<file path="src/rtl/spi_pkg.sv">
// Shared definitions for the SPI mode-3 master: FSM states, polarity constants
// and the transfer width.
package spi_pkg;

    localparam int   BYTE_W    = 8;
    localparam logic SCLK_IDLE = 1'b1;   // CPOL=1: clock idles high
    localparam logic SCLK_LOW  = 1'b0;
    localparam logic CS_ON     = 1'b0;   // chip select is active low
    localparam logic CS_OFF    = 1'b1;

    typedef enum logic [2:0] {
        IDLE  = 3'd0,
        LEAD  = 3'd1,
        SHIFT = 3'd2,
        WAIT  = 3'd3,
        LAG   = 3'd4,
        GAP   = 3'd5
    } state_e;

endpackage

</file>
<file path="src/rtl/spi_bit_timer.sv">
// SCLK half-period timer: while enabled, pulses half_done on every HALF_DIV-th
// cycle; held at zero while disabled so each byte starts from a clean count.
module spi_bit_timer #(
    parameter int unsigned HALF_DIV = 4
) (
    input  logic clk27m,
    input  logic rst,
    input  logic en,
    output logic half_done
);

    localparam logic [7:0] LAST = 8'(HALF_DIV - 1);

    logic [7:0] cnt_q;
    logic [7:0] cnt_d;

    always_comb begin
        cnt_d     = 8'd0;
        half_done = 1'b0;
        if (en) begin
            if (cnt_q == LAST) begin
                half_done = 1'b1;
            end else begin
                cnt_d = cnt_q + 8'd1;
            end
        end
    end

    always_ff @(posedge clk27m or posedge rst) begin
        if (rst) begin
            cnt_q <= 8'd0;
        end else begin
            cnt_q <= cnt_d;
        end
    end

endmodule

</file>
<file path="src/rtl/spi_master.sv">
// SPI mode-3 byte master with framed chip select. tx_valid/tx_ready: a byte is
// taken on any cycle both are high; the source holds tx_data/tx_last steady until then.
module spi_master
    import spi_pkg::*;
#(
    parameter int unsigned HALF_DIV = 4,
    parameter int unsigned CS_LEAD  = 4,
    parameter int unsigned CS_LAG   = 4
) (
    input  logic              clk27m,
    input  logic              rst,
    input  logic [BYTE_W-1:0] tx_data,
    input  logic              tx_valid,
    input  logic              tx_last,
    output logic              tx_ready,
    output logic [BYTE_W-1:0] rx_data,
    output logic              rx_valid,
    output logic              busy,
    output logic              sclk,
    output logic              cs,
    output logic              mosi,
    input  logic              miso,
    output state_e            dbg_state
);

    localparam logic [7:0] LEAD_END = 8'(CS_LEAD - 1);
    localparam logic [7:0] LAG_END  = 8'(CS_LAG - 1);

    state_e              state_q, state_d;
    logic [7:0]          cnt_q, cnt_d;
    logic [2:0]          bit_q, bit_d;
    logic                high_q, high_d;
    logic [BYTE_W-1:0]   tx_sr_q, tx_sr_d;
    logic                last_q, last_d;
    logic [BYTE_W-1:0]   rx_sr_q, rx_sr_d;
    logic [BYTE_W-1:0]   rx_data_q, rx_data_d;
    logic                rx_valid_q, rx_valid_d;
    logic                sclk_q, sclk_d;
    logic                mosi_q, mosi_d;
    logic                cs_q, cs_d;
    logic                rdy_en_q;
    logic                half_done;
    logic                accept;

    spi_bit_timer #(.HALF_DIV(HALF_DIV)) u_timer (
        .clk27m    (clk27m),
        .rst       (rst),
        .en        (state_q == SHIFT),
        .half_done (half_done)
    );

    // rdy_en_q keeps tx_ready low until the first edge after reset release.
    assign tx_ready  = rdy_en_q && ((state_q == IDLE) || (state_q == WAIT));
    assign accept    = tx_valid && tx_ready;
    assign cs        = cs_q & ~((state_q == IDLE) && accept);
    assign sclk      = sclk_q;
    assign mosi      = mosi_q;
    assign rx_data   = rx_data_q;
    assign rx_valid  = rx_valid_q;
    assign busy      = (state_q != IDLE);
    assign dbg_state = state_q;

    always_comb begin
        state_d    = state_q;
        cnt_d      = cnt_q;
        bit_d      = bit_q;
        high_d     = high_q;
        tx_sr_d    = tx_sr_q;
        last_d     = last_q;
        rx_sr_d    = rx_sr_q;
        rx_data_d  = rx_data_q;
        rx_valid_d = 1'b0;
        sclk_d     = SCLK_IDLE;
        mosi_d     = mosi_q;
        cs_d       = cs_q;
        unique case (state_q)
            IDLE: begin
                if (accept) begin
                    tx_sr_d = tx_data;
                    last_d  = tx_last;
                    cs_d    = CS_ON;
                    cnt_d   = 8'd0;
                    state_d = LEAD;
                end
            end
            LEAD: begin
                if (cnt_q == LEAD_END) begin
                    sclk_d  = SCLK_LOW;
                    mosi_d  = tx_sr_q[BYTE_W-1];
                    bit_d   = 3'd7;
                    high_d  = 1'b0;
                    state_d = SHIFT;
                end else begin
                    cnt_d = cnt_q + 8'd1;
                end
            end
            SHIFT: begin
                sclk_d = sclk_q;
                if (half_done) begin
                    if (!high_q) begin
                        // Rising edge: the slave has held miso stable since the fall.
                        sclk_d  = SCLK_IDLE;
                        high_d  = 1'b1;
                        rx_sr_d = {rx_sr_q[BYTE_W-2:0], miso};
                    end else if (bit_q == 3'd0) begin
                        sclk_d     = SCLK_IDLE;
                        rx_valid_d = 1'b1;
                        rx_data_d  = rx_sr_q;
                        cnt_d      = 8'd0;
                        state_d    = last_q ? LAG : WAIT;
                    end else begin
                        sclk_d  = SCLK_LOW;
                        high_d  = 1'b0;
                        bit_d   = bit_q - 3'd1;
                        tx_sr_d = {tx_sr_q[BYTE_W-2:0], 1'b0};
                        mosi_d  = tx_sr_q[BYTE_W-2];
                    end
                end
            end
            WAIT: begin
                if (accept) begin
                    tx_sr_d = tx_data;
                    last_d  = tx_last;
                    sclk_d  = SCLK_LOW;
                    mosi_d  = tx_data[BYTE_W-1];
                    bit_d   = 3'd7;
                    high_d  = 1'b0;
                    state_d = SHIFT;
                end
            end
            LAG: begin
                if (cnt_q == LAG_END) begin
                    cs_d    = CS_OFF;
                    cnt_d   = 8'd0;
                    state_d = GAP;
                end else begin
                    cnt_d = cnt_q + 8'd1;
                end
            end
            GAP: begin
                if (cnt_q == LAG_END) begin
                    cnt_d   = 8'd0;
                    state_d = IDLE;
                end else begin
                    cnt_d = cnt_q + 8'd1;
                end
            end
            default: begin
                state_d = IDLE;
                cs_d    = CS_OFF;
            end
        endcase
    end

    always_ff @(posedge clk27m or posedge rst) begin
        if (rst) begin
            state_q    <= IDLE;
            cnt_q      <= 8'd0;
            bit_q      <= 3'd0;
            high_q     <= 1'b0;
            tx_sr_q    <= '0;
            last_q     <= 1'b0;
            rx_sr_q    <= '0;
            rx_data_q  <= '0;
            rx_valid_q <= 1'b0;
            sclk_q     <= SCLK_IDLE;
            mosi_q     <= 1'b0;
            cs_q       <= CS_OFF;
            rdy_en_q   <= 1'b0;
        end else begin
            state_q    <= state_d;
            cnt_q      <= cnt_d;
            bit_q      <= bit_d;
            high_q     <= high_d;
            tx_sr_q    <= tx_sr_d;
            last_q     <= last_d;
            rx_sr_q    <= rx_sr_d;
            rx_data_q  <= rx_data_d;
            rx_valid_q <= rx_valid_d;
            sclk_q     <= sclk_d;
            mosi_q     <= mosi_d;
            cs_q       <= cs_d;
            rdy_en_q   <= 1'b1;
        end
    end

endmodule

</file>
<file path="config.mk">
export PLATFORM = sky130hd
export DESIGN_NAME = spi_master
export DESIGN_NICKNAME = d
export VERILOG_FILES = /design/src/rtl/spi_pkg.sv /design/src/rtl/spi_bit_timer.sv /design/src/rtl/spi_master.sv
export SDC_FILE = /design/constraint.sdc
export NUM_CORES = 1
export LEC_CHECK = 0
export CELL_PAD_IN_SITES_DETAIL_PLACEMENT = 0
export CELL_PAD_IN_SITES_GLOBAL_PLACEMENT = 1
export CORE_UTILIZATION = 40
export DETAILED_ROUTE_END_ITERATION = 10
export PLACE_DENSITY_LB_ADDON = 0.1
export SLEW_MARGIN = 20
export SYNTH_ARGS = -nofsm -noshare
export SYNTH_HDL_FRONTEND = slang
export SYNTH_SLANG_ARGS = --single-unit
</file>
<file path="constraint.sdc">
create_clock -name clk27m -period 2.4 [get_ports clk27m]
set_input_delay 0.6 -clock clk27m [delete_from_list [all_inputs] [get_ports clk27m]]
set_output_delay 0.6 -clock clk27m [all_outputs]
set_load 0.02 [all_outputs]
</file>
==> impl_metrics.py, run 1 <==
# Auto-generated metrics
metrics = {
    "synth": {
        "topCombFamilyByArea": "simple AND/OR/NAND/NOR gates",
        "ys_types": 52,
        "syn_area_sq_um": 2640,
        "ys_sh_xor_pct": 2.32,
        "ys_sh_aoi_pct": 11.5,
        "yosysTopAreaCell": "dfrtp_1",
        "synthTopCellsByArea": "dfrtp_1 (48%), mux2_2 (14%), nor2_1 (2.3%), dfstp_2 (2.0%), xor2_1 (2.0%)",
        "ys_cells": 230,
        "async_flop_share_pct": 100,
        "ys_sh_mux_pct": 15.6,
        "synth_cells": 230,
        "ys_dominant_reg_cell": "dfrtp_1",
        "avgSynthCellArea_sq_um": 11.5,
        "yosysWarnings": 0,
        "top_area_share_pct": 48.4,
        "ys_ff": 53,
        "ys_seq_share_pct": 50.4,
        "simple_gate_area_share_pct": 15.7,
        "fp_nets": 247,
        "edf_count": 0,
        "ys_area_sq_um": 2640,
    },
    "finish": {
        "num-nets-final": 297,
        "dominant_cells": "registers",
        "finalNonFillerCells": 358,
        "buf_share_pct": 14.2,
        "inverters_excl_clock": 10,
        "drive_gt1_share_pct": 26.3,
        "logic_area_sq_um": 1240,
        "buffers": 49,
        "postLayoutCoreUtil_pct": 51.3,
        "nMultiInputCombCells": 161,
        "fin_area_sq_um": 3260,
        "seq_area_share_pct": 40.8,
        "clockBufferCount": 5,
        "antenna_cells": 0,
        "fillers": 585,
        "areaGrowthSynthToFinish_pct": 23.6,
        "comb_share_pct": 38.2,
        "flop_area_sq_um": 1330,
        "clock_cell_area_share_pct": 2.76,
    },
    "global_route": {
        "grt.overflow.total": 0,
        "grt_start_max_net_pins": 54,
        "grt_pass1_wl_mm": 9.10,
        "antenna_found_initial": 0,
        "grt_pass1_vias": 1886,
    },
    "critical_path": {
        "reg2reg_depth": 6,
        "crit_path_top_delay_cell": "clkdlybuf4s50_1",
        "crit_cells": 4,
        "critPathMaxStageDelay_ps": 480,
        "crit_type": "input pin to output pin",
        "path_cells": "clkdlybuf4s50_1, nand2_1, o41a_1, clkdlybuf4s15_1",
        "crit_fanout": 2,
        "r2r_start": "u_timer.cnt_q[0]",
        "required_ps": 1800,
        "cpLargestDelayFamily": "buffers and inverters",
        "crit_arrival_ps": 1760,
        "timing.rr.end": "dbg_state[0]",
        "cp_num_buf_inv": 2,
        "r2r_setup_slack_ps": 250,
    },
    "timing": {
        "worst_slew_pin_slew_ps": 691,
        "period_needed_ps": 2360,
        "fmax_mhz": 424,
        "hold_violations": 0,
        "drv_slew": 0,
        "relSlewSlack_pct": 53.8,
        "tns_ps": 0,
        "setup_viol": 0,
    },
    "place": {
        "hpwlAfterDp_mm": 3.62,
        "numPortBuffers": 29,
        "place.gp.congestion": 0.723,
        "placed_area_sq_um": 3170,
    },
    "clocking": {
        "clk_path_buf_depth": 2,
        "ctsHtreeMaxLevel": 2,
        "numCtsBuffers": 5,
        "clk_pin_slew_ps": 100,
        "root_buffer": "clkbuf_8",
        "post-cts-setup-buffers": 0,
    },
    "die": {
        "rows": 29,
        "io_pins": 30,
        "dieArea_sq_um": 6920,
        "fp_util_pct": 41.5,
        "taps": 77,
        "fp.dieH_um": 83.2,
        "die_w_um": 83.2,
        "coreArea_sq_um": 6350,
    },
    "power_and_ir_drop": {
        "totalPowerFinal_uw": 3220,
        "clock_power_share_pct": 15.9,
        "internal_power_uw": 2030,
        "switchingPower_uw": 1190,
        "p_comb_share_pct": 45.1,
        "ir_drop_uv": 458,
        "p_leak_uw": 0.00144,
        "seqPwrFrac_pct": 39.0,
    },
    "run_status": {
        "status": "complete, no violations",
    },
    "hold_path": {
        "min_from": "cnt_q[7]",
        "hold_end": "cnt_q[7]",
        "hold_depth": 1,
        "worstHoldPathType": "flip-flop to flip-flop",
    },
    "job": {
        "tool_warnings": 27,
        "maxCapViolCount": 0,
    },
    "route": {
        "antenna_left": 0,
        "initialDrtViolationCount": 90,
        "avgViaCountPerCell": 5.21,
        "wl_met3_um": 157,
        "post-route-drc-count": 0,
        "wl_met1_mm": 2.65,
        "wl_per_cell_um": 14.3,
        "dr_wl_met2_mm": 2.27,
        "top_layer_used": "met4",
    },
}
-- run 1: power by group through the flow --
| stage | logic, uW | registers, uW | clock network, uW |
|---|---|---|---|
| final | 1450 | 1260 | 513 |
| after global routing | 1610 | 1290 | 566 |
| after CTS | 1470 | 1260 | 540 |
| after detailed placement | 1490 | 1270 | 0 |
| after global placement | 1480 | 1270 | 0 |
| after floorplan | 943 | 1270 | 0 |
-- run 1: cell usage in the layout, fill, tap and decap left out, types with 3 or more instances in the layout --
cell type,synthesis,layout
nand3_1,9,9
and3_1,3,3
a31oi_1,8,8
o21ai_0,6,6
nor2_1,16,16
xor2_1,6,6
inv_1,10,9
clkbuf_8,0,5
ha_1,4,4
nor2b_1,3,3
dfrtp_1,51,51
clkdlybuf4s50_1,0,26
o21a_1,3,3
mux2_2,33,33
buf_4,0,18
a21oi_1,7,7
nor3_1,6,6
nand2_1,12,12
mux2i_1,4,4
-- run 1: how the worst max path moves through the flow --
stage,end,start
floorplan,tx_ready,dbg_state[0]
global placement,cs,tx_valid
detailed placement,cs,tx_valid
CTS,cs,tx_valid
global route,cs,tx_valid
finish,cs,tx_valid
-- run 1: worst register-to-register path, delay by kind of cell, from the launching register on --
| kind | cells | cell delay (ps) |
|---|---|---|
| buffers and inverters | 1 | 200 |
| AND-OR/OR-AND | 2 | 300 |
| adder cells (fa/ha/maj) | 1 | 270 |
| flip-flops | 1 | 420 |
| AND/OR/NAND/NOR | 2 | 890 |
-- run 1: cells in the mapped netlist, types with 2 or more instances --
| library cell | instances |
|---|---|
| dfrtp_1 | 51 |
| nand2b_1 | 2 |
| inv_1 | 10 |
| a21o_1 | 2 |
| o41ai_1 | 2 |
| o21a_1 | 3 |
| nor4b_2 | 2 |
| xor2_1 | 6 |
| a31oi_1 | 8 |
| and3_1 | 3 |
| buf_2 | 3 |
| o21ai_0 | 6 |
| o21bai_1 | 2 |
| ha_1 | 4 |
| nand2_1 | 12 |
| nor3_1 | 6 |
| clkbuf_1 | 2 |
| nor2_1 | 16 |
| mux2_2 | 33 |
| nand4_1 | 2 |
| and2_1 | 2 |
| nor3b_1 | 2 |
| dfstp_2 | 2 |
| mux2i_1 | 4 |
| a21oi_1 | 7 |
| nand3_1 | 9 |
| or3_1 | 2 |
| nor2b_1 | 3 |
-- run 1: registers in the layout (all words and copies together), names as in the netlist --
name and flops:
u_timer.cnt_q 8, rx_valid 1, bit_q 3, rx_data 8, high_q 1, cs_q 1
rx_sr_q 8, rdy_en_q 1, cnt_q 8, last_q 1, dbg_state 3, tx_sr_q 8
sclk 1, mosi 1
-- run 1: routing by layer --
| layer | vias up | GRT usage, % |
|---|---|---|
| met1 | 903 | 23.7 |
| met5 | - | 0 |
| li1 | 941 | - |
| met2 | 19 | 24.1 |
| met3 | 2 | 3.38 |
| met4 | 0 | 5.64 |
-- run 1: timing repair --
item | 4_1_cts | 5_1_grt
hold buffers | 0 | 0
gates resized | 3 | 1
endpoints found under the setup margin | 3 | 1
-- run 1: per-stage QoR --
step | hold WS [ps] | setup WS [ps]
2_1_floorplan | 469 | 288
3_3_place_gp | 485 | -204
3_5_place_dp | 493 | -213
4_1_cts | 509 | 0.823
5_1_grt | 523 | 9.37
6_report | 504 | 43.8
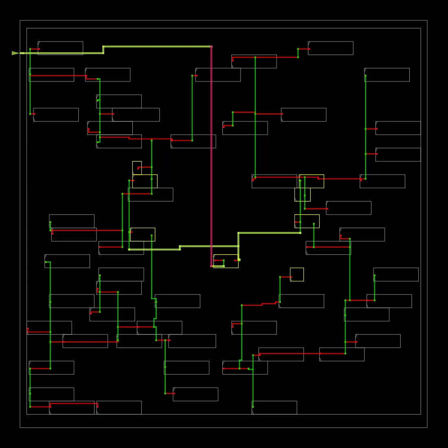
run_1/final_clocks.png
clk ins delay skew pair: 300 ps
Clk. pwr: 513 uW
FFs & Latches: 53
skew final: 7.41 ps
CTS Sinks: 53

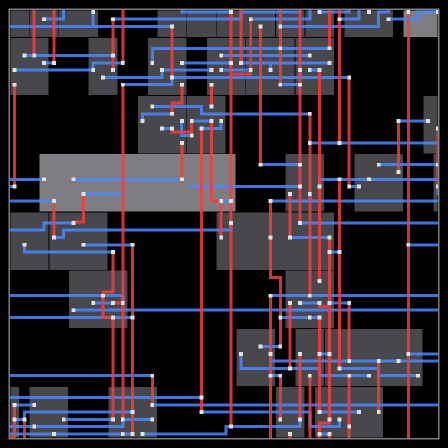
run_1/zoom.png
Window x 52 to 72, y 52 to 72 um. Cells in grey, sequential cells in the stronger grey; small squares are vias.
met1 -> blue
met2 -> red
cells with their middle in the window = 23
most frequent = nor3_1 (3), nand2_1 (3)
sequential cells in the window = 1
netlist names of flops here include = cnt_q (1)

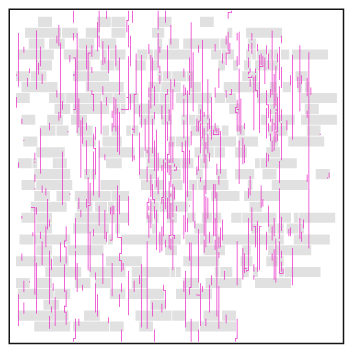
run_1/met2.png
(4 px per um) Cells faint in the background.
wire length on this layer = 2270 um
main direction = vertical
longest straight run = 49.0 um
Routed WL: 5.12 mm
Via Count: 1865

run_1/port_nets.png
(4 px per um)
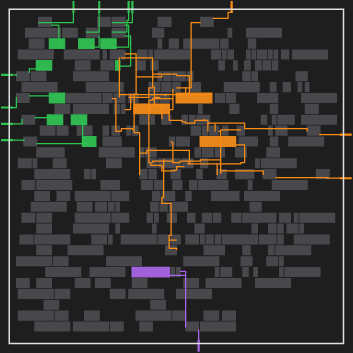

==> run 2: changes to the inputs <==
CORE_UTILIZATION = 24   (was 40)
SKIP_LAST_GASP = 1   (was default)
clock period = 3 ns   (was 2.4 ns; I/O delays follow)
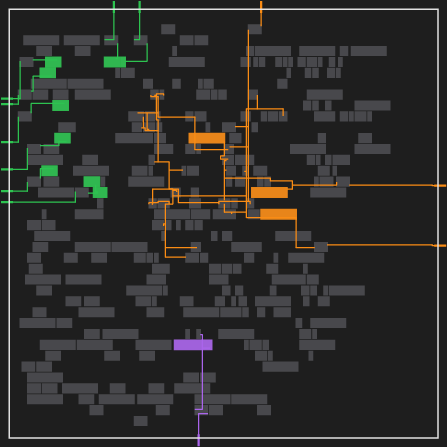
run_2/port_nets.png
(4 px per um)
tx_data -> green  # direction input, end cells 9, buffers 8, wire 132 um
sclk -> purple  # direction output, end cells 1, buffers 1, wire 30.8 um
dbg_state -> orange  # direction output, end cells 3, buffers 4, wire 405 um

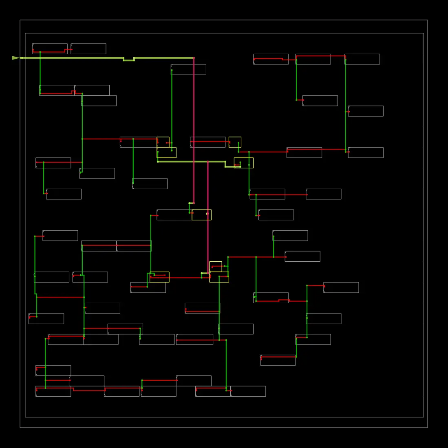
run_2/final_clocks.png
clk_buf instances: 5
CTS Buf Count: 5
Clk. pwr: 451 uW
clk ins delay skew pair: 320 ps
skew final: 17.2 ps

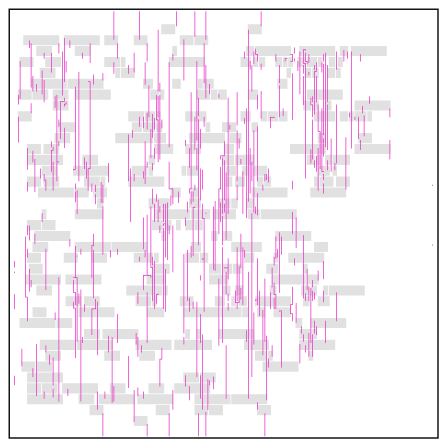
run_2/met2.png
(4 px per um) Cells faint in the background.
share of all routed wire = 44%
wire length on this layer = 2570 um
main direction = vertical
longest straight run = 42.8 um
nets with wire on the layer = 248

==> impl_metrics.py, run 2 <==
# Auto-generated metrics
metrics = {
    "synth": {
        "ys_ff": 53,
        "yosys.cell_count.top_type": "dfrtp_1",
        "synthTopCellsByArea": "dfrtp_1 (48%), mux2_2 (14%), nor2_1 (2.3%), dfstp_2 (2.0%), xor2_1 (2.0%)",
        "netlist_top_cells_count": "dfrtp_1 (51), mux2_2 (33), nor2_1 (16)",
        "avgSynthCellArea_sq_um": 11.5,
        "ys_seq_share_pct": 50.4,
        "top_area_share_pct": 48.4,
        "ys_sh_xor_pct": 2.32,
        "fp_nets": 247,
        "syn_area_sq_um": 2640,
        "ys_cells": 230,
        "ys_area_sq_um": 2640,
        "ys_dominant_reg_cell": "dfrtp_1",
        "synth_cells": 230,
        "ys_sh_mux_pct": 15.6,
        "yosysTopAreaCell": "dfrtp_1",
        "ys_sh_aoi_pct": 11.5,
        "yosysWarnings": 0,
        "ys_types": 52,
        "edf_count": 0,
        "topCombFamilyByArea": "simple AND/OR/NAND/NOR gates",
        "async_flop_share_pct": 100,
        "simple_gate_area_share_pct": 15.7,
    },
    "global_route": {
        "grt_pass1_vias": 1891,
        "grt_pass1_wl_mm": 10.0,
        "grt_start_max_net_pins": 33,
        "antenna_found_initial": 0,
        "grt_usage_pct": 11.2,
        "grt.overflow.total": 0,
    },
    "finish": {
        "lay_top_count": "dfrtp_1",
        "final_cell_mix": "dfrtp_1 (51), mux2_2 (33), clkdlybuf4s50_1 (28)",
        "antenna_cells": 0,
        "num-nets-final": 289,
        "fillers": 1097,
        "postLayoutCoreUtil_pct": 31.1,
        "areaGrowthSynthToFinish_pct": 24.1,
        "drive_gt1_share_pct": 24.2,
    },
    "die": {
        "fp_util_pct": 25.1,
        "fp.dieH_um": 107,
        "rows": 37,
        "dieArea_sq_um": 11400,
        "coreArea_sq_um": 10500,
        "die_w_um": 107,
        "io_pins": 30,
    },
    "critical_path": {
        "crit_arrival_ps": 1960,
        "crit_fanout": 19,
        "cp-start-kind": "flip-flop",
        "required_ps": 2250,
        "crit_type": "flip-flop to output pin",
    },
    "clocking": {
        "root_buffer": "clkbuf_8",
        "post-cts-setup-buffers": 0,
        "cts_sinks": 53,
        "clk_path_buf_depth": 2,
        "ctsHtreeMaxLevel": 2,
        "cts-resized-gates": 0,
        "clk_pin_slew_ps": 120,
        "postCtsHoldBufs": 0,
    },
    "route": {
        "wl_per_cell_um": 14.2,
        "antenna_left": 0,
        "vias": 1837,
        "routed_wl_mm": 5.81,
        "avgViaCountPerCell": 4.49,
        "post-route-drc-count": 0,
        "initialDrtViolationCount": 89,
    },
    "timing": {
        "hold_violations": 0,
        "tns_ps": 0,
        "fmax_mhz": 370,
        "setup_viol": 0,
        "worst_slew_pin_slew_ps": 742,
        "drv_slew": 0,
        "setup_slack_ps": 295,
        "period_needed_ps": 2710,
        "grt_setup_unrepaired": "no",
        "relSlewSlack_pct": 50.4,
    },
    "hold_path": {
        "worstHoldPathType": "flip-flop to flip-flop",
    },
    "job": {
        "maxCapViolCount": 0,
        "tool_warnings": 27,
    },
    "place": {
        "hpwlAfterDp_mm": 4.06,
        "numPortBuffers": 29,
        "place.gp.congestion": 0.681,
        "place_ws_ps": 39.3,
    },
    "power_and_ir_drop": {
        "p_leak_uw": 0.00141,
        "ir_drop_uv": 318,
    },
    "run_status": {
        "status": "complete, no violations",
    },
}
-- run 2: cell families after synthesis --
family | Yosys count
fa+ha+maj | 4
flops | 53
xor+xnor | 7
buf+inv | 16
simple gates | 70
compound gates | 42
other cells | 1
mux | 37
-- run 2: cell type report --
| cell class | instances | area [sq um] | area share (%) |
|---|---|---|---|
| clock inverters | 3 | 26.3 | 0.803 |
| multi-input cells | 161 | 1240 | 38.0 |
| inverters | 10 | 37.5 | 1.15 |
| flip-flops and latches | 53 | 1330 | 40.6 |
| well taps | 136 | 170 | 5.20 |
| clock buffers | 5 | 68.8 | 2.10 |
| repair buffers | 41 | 395 | 12.1 |
-- run 2: report_power, final --
| part | internal (uW) | leakage, uW | total, uW | switching [uW] |
|---|---|---|---|---|
| clock | 174 | 0.0000495 | 451 | 276 |
| sequential | 875 | 0.000689 | 1000 | 129 |
| combinational | 547 | 0.000674 | 1130 | 587 |
-- run 2: worst paths after layout --
kind,start,endpoint,slack [ps],depth (start not counted)
max,dbg_state[2],busy,290,2
min,rx_sr_q[7],rx_sr_q[7],510,1
max reg2reg,dbg_state[2],tx_sr_q[4],630,4
min reg2reg,rx_sr_q[7],rx_sr_q[7],510,1
max in group asynchronous,rst,sclk,1580,3
min in group asynchronous,rst,tx_sr_q[6],800,2
-- run 2: through the flow --
step	total power [uW]	instances	area, sq um	hold WS (ps)
final	2590	409	3270	513
after floorplan	1770	230	2640	469
after global placement	2170	401	3170	488
after CTS	2640	409	3270	512
after global routing	2790	409	3270	535
after detailed placement	2170	401	3170	488
-- run 2: critical path: stages (launching register included) --
cell and delay [ps]:
dfrtp_1 630, or3_1 470, clkdlybuf4s50_1 540
-- run 2: per-layer routing --
metal  GRT usage, %  wire length [um]  vias up
met4           3.23                67        0
met3           2.49               166        5
met2           16.8              2570       24
met5              0                 0        -
met1           15.9              3010      892
li1               -                 -      916
==> run 3: changes to the inputs <==
CAP_MARGIN = 20   (was default)
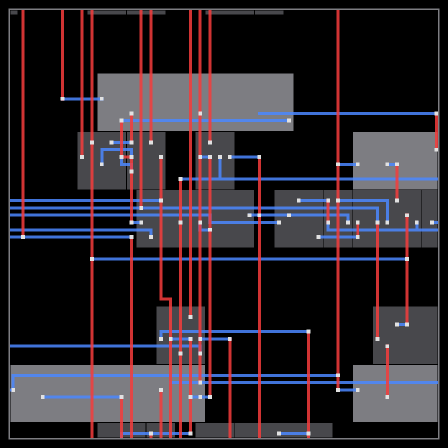
run_3/zoom.png
Window x 70 to 90, y 70 to 90 um. Cells in grey, sequential cells in the stronger grey; small squares are vias.
met2 -> red
met1 -> blue
most frequent = dfrtp_1 (2)
netlist names of flops here include = cnt_q (2)
cells with their middle in the window = 12
sequential cells in the window = 2

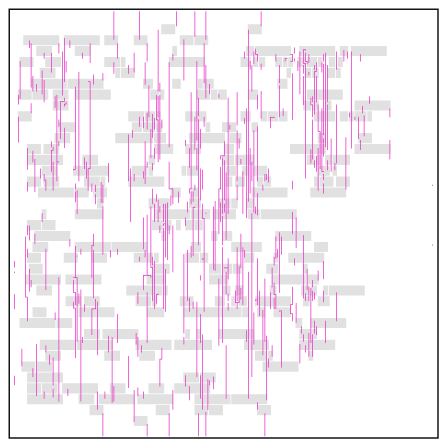
run_3/met2.png
(4 px per um) Cells faint in the background.
share of all routed wire = 44%
nets with wire on the layer = 248
longest straight run = 42.8 um
wire length on this layer = 2570 um
Via Count: 1837
Routed WL: 5.81 mm
global-route met2 utilization: 16.8%

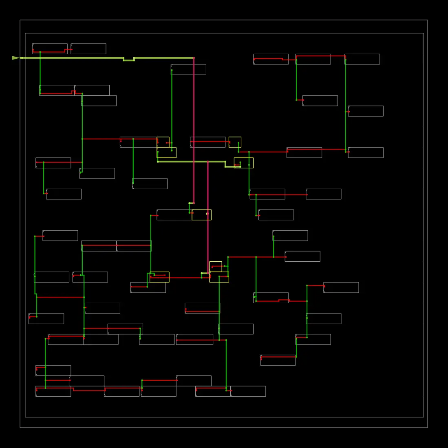
run_3/final_clocks.png

==> impl_metrics.py, run 3 <==
# Auto-generated metrics
metrics = {
    "synth": {
        "topCombFamilyByArea": "simple AND/OR/NAND/NOR gates",
        "ys_ff": 53,
        "syn_area_sq_um": 2640,
        "top_area_share_pct": 48.4,
        "ys_types": 52,
        "ys_seq_share_pct": 50.4,
        "ys_sh_aoi_pct": 11.5,
        "synth_cells": 230,
        "synthTopCellsByArea": "dfrtp_1 (48%), mux2_2 (14%), nor2_1 (2.3%), dfstp_2 (2.0%), xor2_1 (2.0%)",
        "yosysTopAreaCell": "dfrtp_1",
        "yosys.cell_count.top_type": "dfrtp_1",
        "fp_nets": 247,
        "edf_count": 0,
        "ys_sh_xor_pct": 2.32,
        "ys_sh_mux_pct": 15.6,
        "ys_cells": 230,
        "simple_gate_area_share_pct": 15.7,
    },
    "power_and_ir_drop": {
        "clock_power_share_pct": 17.4,
        "totalPowerFinal_uw": 2590,
        "seqPwrFrac_pct": 38.8,
        "power_switching_share_pct": 38.3,
        "internal_power_uw": 1600,
        "p_leak_uw": 0.00141,
    },
    "route": {
        "wl_per_cell_um": 14.2,
        "antenna_left": 0,
        "initialDrtViolationCount": 89,
        "avgViaCountPerCell": 4.49,
        "post-route-drc-count": 0,
    },
    "finish": {
        "final_cell_mix": "dfrtp_1 (51), mux2_2 (33), clkdlybuf4s50_1 (28)",
        "antenna_cells": 0,
        "postLayoutCoreUtil_pct": 31.1,
        "num-nets-final": 289,
        "lay_top_count": "dfrtp_1",
    },
    "timing": {
        "clock_skew_ps": 17.2,
        "drv_slew": 0,
        "grt_setup_unrepaired": "no",
        "worst_slew_pin_slew_ps": 742,
        "hold_violations": 0,
        "period_needed_ps": 2710,
        "relSlewSlack_pct": 50.4,
        "tns_ps": 0,
    },
    "hold_path": {
        "worstHoldPathType": "flip-flop to flip-flop",
        "hold_depth": 1,
    },
    "critical_path": {
        "crit_fanout": 19,
        "critPathMaxStageDelay_ps": 630,
        "required_ps": 2250,
        "cp_num_buf_inv": 1,
        "crit_cells": 2,
        "reg2reg_depth": 4,
        "crit_path_top_delay_cell": "dfrtp_1",
        "path_cells": "or3_1, clkdlybuf4s50_1",
        "crit_type": "flip-flop to output pin",
    },
    "place": {
        "hpwlAfterDp_mm": 4.06,
        "numPortBuffers": 29,
        "place.gp.congestion": 0.681,
    },
    "die": {
        "io_pins": 30,
        "coreArea_sq_um": 10500,
        "dieArea_sq_um": 11400,
        "fp.dieH_um": 107,
        "fp_util_pct": 25.1,
    },
    "clocking": {
        "root_buffer": "clkbuf_8",
        "cts_sinks": 53,
        "numCtsBuffers": 5,
        "ctsHtreeMaxLevel": 2,
        "clock_latency_ps": 320,
        "clk_path_buf_depth": 2,
        "post-cts-setup-buffers": 0,
    },
    "global_route": {
        "antenna_found_initial": 0,
        "grt_pass1_vias": 1891,
        "grt.overflow.total": 0,
        "grt_pass1_wl_mm": 10.0,
        "grt_usage_pct": 11.2,
        "grt_start_max_net_pins": 33,
    },
    "run_status": {
        "status": "complete, no violations",
    },
    "job": {
        "maxCapViolCount": 0,
        "tool_warnings": 27,
    },
}
## run 3: cell counts after synthesis
Identical to the previous run, type by type.
## run 3: worst paths after layout
check | from | end | slack [ps]
worst max register to register | dbg_state[2] | tx_sr_q[4] | 630
worst min-delay path | rx_sr_q[7] | rx_sr_q[7] | 510
min in group asynchronous | rst | tx_sr_q[6] | 800
worst max-delay path | dbg_state[2] | busy | 290
worst min register to register | rx_sr_q[7] | rx_sr_q[7] | 510
max in group asynchronous | rst | sclk | 1580
## run 3: power by group through the flow
stage / Sequential (uW) / Clock [uW] / Combinational, uW
global placement: 1020 / 0 / 1150
detailed placement: 1020 / 0 / 1150
global route: 1030 / 504 / 1260
finish: 1000 / 451 / 1130
CTS: 1000 / 479 / 1160
floorplan: 1010 / 0 / 754
## run 3: timing repair
action,CTS,global route
setup endpoints to repair,0,1
hold buffers,0,0
gates resized,0,1
## run 3: metrics by stage
step                      instances  worst slack (ps)  hold slack, ps  instance area [sq um]
after floorplan                 230               738             469                   2640
after global placement          401              37.1             488                   3170
after detailed placement        401              39.3             488                   3170
after CTS                       409              31.3             512                   3270
after global routing            409               161             535                   3270
final                           409               295             513                   3270
## run 3: layout make-up
type / instances / area [sq um]
Timing Repair Buffer: 41 / 395
Sequential cell: 53 / 1330
Fill cell: 1097 / 7240
Multi-Input combinational cell: 161 / 1240
Clock inverter: 3 / 26.3
Clock buffer: 5 / 68.8
Tap cell: 136 / 170
Inverter: 10 / 37.5
## run 3: metal layers
metal,track usage (%),routed length (um),up-vias
li1,-,-,916
met1,15.9,3010,892
met2,16.8,2570,24
met3,2.49,166,5
met4,3.23,67,0
met5,0,0,-
## run 3: cells by family (layout without fill, tap and decap cells)
family                     Yosys count  count (layout)
and+or+nand+nor                     70              70
xor gates and xnor gates             7               7
AOI/OAI and AO/OA                   42              42
DFF                                 53              53
muxes                               37              37
adders and majority gates            4               4
buffers and inverters               16              59
other                                1               1
## run 3: worst reg2reg max path, stage by stage, from the launching register on
cell     delay (ps)
dfrtp_1         770
nor3b_1         280
and4_1          260
nor2_1          540
mux2_2          410
Power figures rest on the tool's default switching activity, not on a simulated workload.
